## config.mk

```make
export PLATFORM = sky130hd
export DESIGN_NAME = i2s_xmit
export DESIGN_NICKNAME = d
export VERILOG_FILES = /design/src/rtl/i2s_pkg.sv /design/src/rtl/i2s_edge_det.sv /design/src/rtl/i2s_xmit.sv
export SDC_FILE = /design/constraint.sdc
export NUM_CORES = 1
export LEC_CHECK = 0
export ABC_CLOCK_PERIOD_IN_PS = 5990
export CORE_MARGIN = 3
export CORE_UTILIZATION = 51
export CTS_BUF_LIST = sky130_fd_sc_hd__clkbuf_2 sky130_fd_sc_hd__clkbuf_4 sky130_fd_sc_hd__clkbuf_8
export DETAILED_ROUTE_END_ITERATION = 10
export PLACE_DENSITY = 0.74
export SETUP_SLACK_MARGIN = 0.3
export SLEW_MARGIN = 30
export SYNTH_ARGS = -nofsm -noshare
export SYNTH_HDL_FRONTEND = slang
export SYNTH_SLANG_ARGS = --single-unit
```

## constraint.sdc

```tcl
create_clock -name mck -period 5.99 [get_ports mck]
set_input_delay 1.4975 -clock mck [delete_from_list [all_inputs] [get_ports mck]]
set_output_delay 1.4975 -clock mck [all_outputs]
set_load 0.01 [all_outputs]
```

## src/rtl/i2s_pkg.sv

```systemverilog
// Shared I2S definitions for the pedal audio path: sample/slot sizes and the
// slot-tracking state encoding used by the transmitter, receiver and clock divider.
package i2s_pkg;

    localparam int I2S_WIDTH = 24;
    localparam int I2S_SLOT  = 32;

    typedef enum logic [1:0] {
        IDLE  = 2'd0,
        LEFT  = 2'd1,
        RIGHT = 2'd2
    } i2s_state_e;

endpackage

```

## src/rtl/i2s_edge_det.sv

```systemverilog
// Registers one mck-synchronous level and flags its rising/falling transitions.
// Pulses are suppressed while reset is high so release never reports a false edge.
module i2s_edge_det (
    input  logic clk,
    input  logic reset,
    input  logic d,
    output logic rise,
    output logic fall
);

    logic q;

    // Previous-cycle level; also tracks the live input during reset.
    always_ff @(posedge clk) begin
        q <= d;
    end

    assign rise = ~reset & d & ~q;
    assign fall = ~reset & ~d & q;

endmodule

```

## src/rtl/i2s_xmit.sv

```systemverilog
// I2S transmitter: one-pair holding register behind valid/ready, frame-aligned
// load into per-channel shifters, MSB-first serialisation on bck falling edges.
module i2s_xmit
    import i2s_pkg::*;
#(
    parameter int WIDTH = I2S_WIDTH,
    parameter int SLOT  = I2S_SLOT,
    parameter int DELAY = 0
) (
    input  logic             mck,
    input  logic             reset,
    input  logic             bck,
    input  logic             lrck,
    input  logic [WIDTH-1:0] l_data,
    input  logic [WIDTH-1:0] r_data,
    input  logic             data_valid,
    output logic             data_ready,
    output logic             sdout,
    output logic             underrun,
    output logic             sync_err
);

    localparam int              CW        = $clog2(SLOT + 1);
    localparam logic [CW-1:0]   CNT_ONE   = CW'(1);
    localparam logic [CW-1:0]   CNT_MAX   = CW'(SLOT);
    localparam logic [WIDTH-1:0] ZERO_WORD = {WIDTH{1'b0}};
    localparam bit              DELAYED   = (DELAY != 0);

    logic             bck_fall;
    logic             bck_rise_unused;
    logic             lrck_rise;
    logic             lrck_fall;
    i2s_state_e       state;
    i2s_state_e       state_next;
    logic             start_left;
    logic             start_right;
    logic             bit_step;
    logic             sync_hit;
    logic             accept;
    logic             full;
    logic             full_next;
    logic [WIDTH-1:0] hold_l;
    logic [WIDTH-1:0] hold_r;
    logic [WIDTH-1:0] load_l;
    logic [WIDTH-1:0] load_r;
    logic [WIDTH-1:0] l_sh;
    logic [WIDTH-1:0] r_sh;
    logic [CW-1:0]    cnt;

    i2s_edge_det u_bck_edge (
        .clk   (mck),
        .reset (reset),
        .d     (bck),
        .rise  (bck_rise_unused),
        .fall  (bck_fall)
    );

    i2s_edge_det u_lrck_edge (
        .clk   (mck),
        .reset (reset),
        .d     (lrck),
        .rise  (lrck_rise),
        .fall  (lrck_fall)
    );

    // Slot state register.
    always_ff @(posedge mck) begin
        if (reset) begin
            state <= IDLE;
        end else begin
            state <= state_next;
        end
    end

    // Slot sequencing: lrck edges open slots and outrank a coincident bck fall.
    always_comb begin
        state_next  = state;
        start_left  = 1'b0;
        start_right = 1'b0;
        bit_step    = 1'b0;
        sync_hit    = 1'b0;
        case (state)
            IDLE: begin
                if (lrck_fall) begin
                    state_next = LEFT;
                    start_left = 1'b1;
                end else begin
                    state_next = IDLE;
                end
            end
            LEFT, RIGHT: begin
                if (lrck_fall) begin
                    state_next = LEFT;
                    start_left = 1'b1;
                    sync_hit   = (cnt != CNT_MAX);
                end else if (lrck_rise) begin
                    state_next  = RIGHT;
                    start_right = 1'b1;
                    sync_hit    = (cnt != CNT_MAX);
                end else begin
                    bit_step = bck_fall;
                end
            end
            default: begin
                state_next = IDLE;
            end
        endcase
    end

    // Holding register occupancy; a frame load frees it before any new accept.
    always_comb begin
        accept = data_valid & data_ready;
        load_l = full ? hold_l : ZERO_WORD;
        load_r = full ? hold_r : ZERO_WORD;
        if (start_left && full) begin
            full_next = 1'b0;
        end else if (accept) begin
            full_next = 1'b1;
        end else begin
            full_next = full;
        end
    end

    // Holding register, shifters, bit counter and registered outputs.
    always_ff @(posedge mck) begin
        if (reset) begin
            hold_l     <= ZERO_WORD;
            hold_r     <= ZERO_WORD;
            full       <= 1'b0;
            data_ready <= 1'b1;
            l_sh       <= ZERO_WORD;
            r_sh       <= ZERO_WORD;
            cnt        <= {CW{1'b0}};
            sdout      <= 1'b0;
            underrun   <= 1'b0;
            sync_err   <= 1'b0;
        end else begin
            full       <= full_next;
            data_ready <= ~full_next;
            underrun   <= start_left & ~full;
            sync_err   <= sync_hit;
            if (accept) begin
                hold_l <= l_data;
                hold_r <= r_data;
            end
            if (start_left) begin
                cnt  <= CNT_ONE;
                r_sh <= load_r;
                if (DELAYED) begin
                    sdout <= 1'b0;
                    l_sh  <= load_l;
                end else begin
                    sdout <= load_l[WIDTH-1];
                    l_sh  <= {load_l[WIDTH-2:0], 1'b0};
                end
            end else if (start_right) begin
                cnt <= CNT_ONE;
                if (DELAYED) begin
                    sdout <= 1'b0;
                end else begin
                    sdout <= r_sh[WIDTH-1];
                    r_sh  <= {r_sh[WIDTH-2:0], 1'b0};
                end
            end else if (bit_step) begin
                // Zeros shifted in cover the pad bits; a saturated counter holds 0.
                if (cnt != CNT_MAX) begin
                    cnt <= cnt + CNT_ONE;
                    if (state == LEFT) begin
                        sdout <= l_sh[WIDTH-1];
                        l_sh  <= {l_sh[WIDTH-2:0], 1'b0};
                    end else begin
                        sdout <= r_sh[WIDTH-1];
                        r_sh  <= {r_sh[WIDTH-2:0], 1'b0};
                    end
                end else begin
                    sdout <= 1'b0;
                end
            end
        end
    end

endmodule

```

==> results.txt <==
Implementation results. The initialized floorplan defines 34 standard-cell rows. Adder and majority cell fraction of the synthesized area landed at 1.611%. Smallest hold slack landed at 0.4590 ns.

Detailed-route vias per instance landed at 5.440. STA shows the worst reg2reg path with a cell count of 6. Sum of negative setup slack landed at 0 ns. Post-detailed-placement cell area landed at 5179 um^2. At the end of the flow, the number of nets in the layout was 621.

The design draws 1.369 mW. The wire-length estimate of the detail-placed layout is 5921 um. For reference, simple AND, OR, NAND and NOR cells occupy 21.91% of the area reported after synthesis. The commonest cells after synthesis are nand2_1 (120), dfxtp_1 (110), a21oi_1 (99), clkbuf_1 (32), nand2b_1 (26). Worst hold path cell count landed at 2.

Per the synthesis report, the dominant area consumer among library cells is dfxtp_1. The endpoint identified for the worst register-to-register timing path is l_sh[15]. Antenna violation net count after detailed routing landed at 0. Register-to-register path setup slack landed at 3.52 ns.

The final timing report derives a shortest allowable period of 3.519 ns. Yosys shows that the main logic family after synthesis is simple AND/OR/NAND/NOR gates. The final timing report gives a worst setup slack of 2.471 ns. In this run the worst setup path terminates at l_sh[15]. Total die area landed at 10320 um^2. Number of standard cells in the final layout excluding fillers landed at 675. In this run, synthesis produced a sequential element count of 110. Number of H-tree levels landed at 3.

At the later pin of the worst-skew pair, clock insertion delay measures 0.35 ns. The power report puts the leakage power at 2.118 nW. Total cell area reported by yosys after synthesis landed at 4659 um^2.

In this run the worst hold path is classified as reg2reg. STA classifies the critical path endpoint as a flop. Largest net degree at the start of global routing landed at 76. For reference, the top cells by area after synthesis are dfxtp_1 (47%), a21oi_1 (11%), nand2_1 (9.7%). At the placement stage, the worst setup path has a slack of 2.025 ns.

TritonCTS built the clock tree. Detailed-route iteration 0 reported a violation count of 208. For this design, Yosys synthesis ends with a cell count of 533. After detailed placement, the design holds a cell count of 659.

In the setup report, the worst path falls into the class in2reg. The vertical die dimension reported for this design is 101.6 um. The tool warning count for the run is 30. In this run, the synthesized area fraction spent on xor and xnor cells is recorded as 0.7250%.

Max-slew violation total from the final report landed at 0. Counting flops with an async set or reset pin after synthesis yields a share of 0%. Among all flip-flop cells after synthesis, the most frequent one is dfxtp_1.

Per the OpenROAD floorplan log, the width of the die is 101.6 um. Count of distinct cell types in the synthesized netlist landed at 45. Weighted congestion at the end of routability-driven global placement landed at 0.7603. The critical path maximum fanout is 22. Total count of hold-check failures in the final report landed at 0. At floorplan, the net count of the design was reported as 592.

Required time of the critical path landed at 6.28 ns. Number of enable-type register cells in the synthesized netlist landed at 0. Portion of the post-synthesis area used by sequential elements landed at 47.26%.

In this run, post-CTS repair resized a total of 0 instances. In the log, the iteration count for the first detailed-route pass is 5. Initial antenna violation count landed at 0. Per the finish-stage timing summary, setup violations number 0.

Portion of the clock cycle consumed by the worst path in the final layout landed at 58.74%. Counting every instance in the synthesized netlist gives 533. The run finished with clean final reports.

STA shows the worst min-delay path finishing at hold_r[13]. Antenna diode count landed at 0. In the post-synthesis netlist, the cell with the most instances is nand2_1. Number of post-CTS setup repair buffers landed at 0. STA lists the startpoint of the worst hold path as hold_r[13]. Setup repair after global routing left no endpoint under its margin.

After Yosys synthesis, AND-OR and OR-AND compound gates account for 18.64% of the synthesized area. For this run, the number of Yosys warnings is 0. Across every metal layer, demand over resource in global routing totals 18.72%. Before placement the cells fill 52.91% of the core. The tree is rooted in a clkbuf_8. Relative max-transition margin landed at 42.21%.

Once layout is done, the placed cells without fillers occupy 5378 um^2. Top cell type's share of synthesized area landed at 47.26%. Clock transition at the register clock pins on the worst setup and hold paths after CTS landed at 0.10 ns. First-pass GRT wire length landed at 15870 um. Via count of the first global-routing pass landed at 3649. Number of buffers between clock root and the deepest sink landed at 2. For this run, the share of the core covered by cells in the final layout is 61.07%. Clock net sink count landed at 110. In this run the cell area of the synthesized design comes to 4659 um^2. Worst IR drop on VDD landed at 0.0001225 V.

Power spread over the standard cell area amounts to 254.6 nW/um^2. The pin closest to its max-slew limit shows a slew of 0.8669 ns. After synthesis, the share of cell area in mux cells is 4.941%. Critical path arrival landed at 3.81 ns. The launch point of the worst register-to-register path is recorded as state[0]. Clock skew on the completed layout was measured at 0.009106 ns.

Compared with the post-synthesis result, the final layout area differs by 15.41%. Number of max-capacitance violations reported landed at 0. Hold repair after CTS inserted 0 buffers. Layout cell share with drive strength beyond 1 landed at 8.818%. Fmax landed at 284.2 MHz. Sum of overflow across all layers after global routing landed at 0. Per the detail_route report, DRC violations left total 0. The CTS report gives the tree buffer count as 9. Placeable core area landed at 8806 um^2. STA classifies the critical path startpoint as an input pin. According to the timing report, the critical path is launched from lrck.

Averaged over all synthesized cells, the footprint is 8.742 um^2.
## power breakdown
| group | switching [mW] | internal (mW) | total (mW) |
|---|---|---|---|
| combinational | 0.0806 | 0.0731 | 0.154 |
| clock | 0.240 | 0.194 | 0.434 |
| sequential | 0.0180 | 0.764 | 0.782 |
| total | 0.339 | 1.03 | 1.37 |
## state kept, by name, indices dropped and copies added (netlist names)
register / flops
cnt: 6
data_ready: 1
full: 1
hold_l: 24
hold_r: 24
l_sh: 23
r_sh: 24
sdout: 1
state: 2
sync_err: 1
u_bck_edge.q: 1
u_lrck_edge.q: 1
underrun: 1
## layout by cell type (no fill, tap or decap), types with 2 or more instances in the layout
master,count
inv_1,5
o221a_2,19
ha_1,6
clkdlybuf4s50_1,55
nor3b_1,2
clkbuf_8,12
nor2b_1,3
o21ai_0,3
nor2_1,8
inv_6,2
or4_1,2
a21oi_1,99
o31ai_1,2
o221a_1,3
mux2i_1,23
nand2_1,120
a22oi_1,2
and2_1,2
nand3_1,5
buf_4,5
nand4_1,3
and3_1,24
dfxtp_1,110
nand2b_1,26
xor2_1,2
## worst max-delay path, stage by stage
cell             delay (ns)
clkdlybuf4s50_1        0.55
xnor2_2                0.38
nand2_2                0.23
o31ai_4                0.81
o221a_2                0.33
## area by class of cell
cell class / count / area, um^2
clock inverter: 3 / 25.02
inverter: 5 / 18.77
timing repair buffer: 61 / 593.1
clock buffer: 13 / 172.7
fill: 761 / 3428
tap: 108 / 135.1
sequential: 110 / 2202
multi-input combinational: 375 / 2231
## metal layers
metal | part of all wire (%) | GRT usage [%] | wire length (um) | vias to the layer above
li1 | - | - | - | 1901
met1 | 48 | 22.90 | 4493 | 1706
met2 | 48 | 33.45 | 4417 | 63
met3 | 3.6 | 3.788 | 337 | 2
met4 | 0.49 | 4.908 | 46 | 0
met5 | 0 | 0 | 0 | -
Fig. 1: wires at chosen ports, followed through buffers
Bar = 20 um.
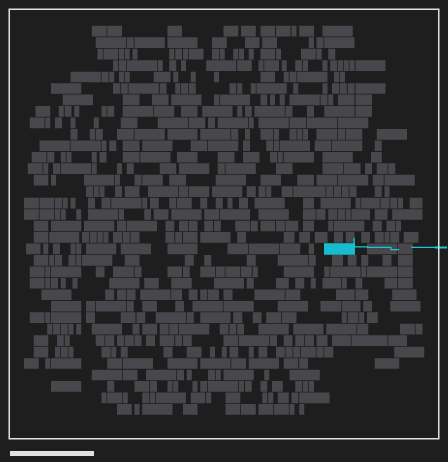
| colour | port | bits | direction | end cells | buffers | wire |
|---|---|---|---|---|---|---|
| cyan | sdout | 1 | output | 1 | 1 | 19.2 um |
Top-Level Pins: 57
port buffer count: 56

Fig. 2: congestion heat map
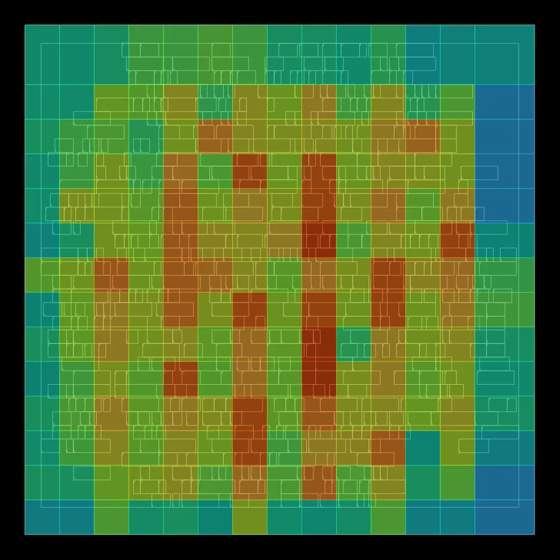
routed wirelength normalized by instance count: 13.77 um
met2 layer usage reported by global route: 33.45%

Fig. 3: signal wires on met1
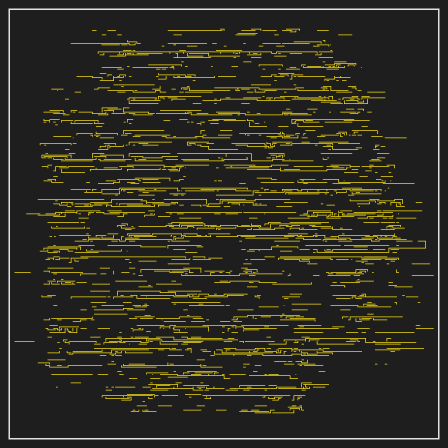
main direction: horizontal
wire length on this layer: 4490 um
share of all routed wire: 48%
nets with wire on the layer: 562
wirelength, routed: 9295 um
count of vias placed by the detailed router: 3672

Power is estimated from default activity; no workload was simulated.
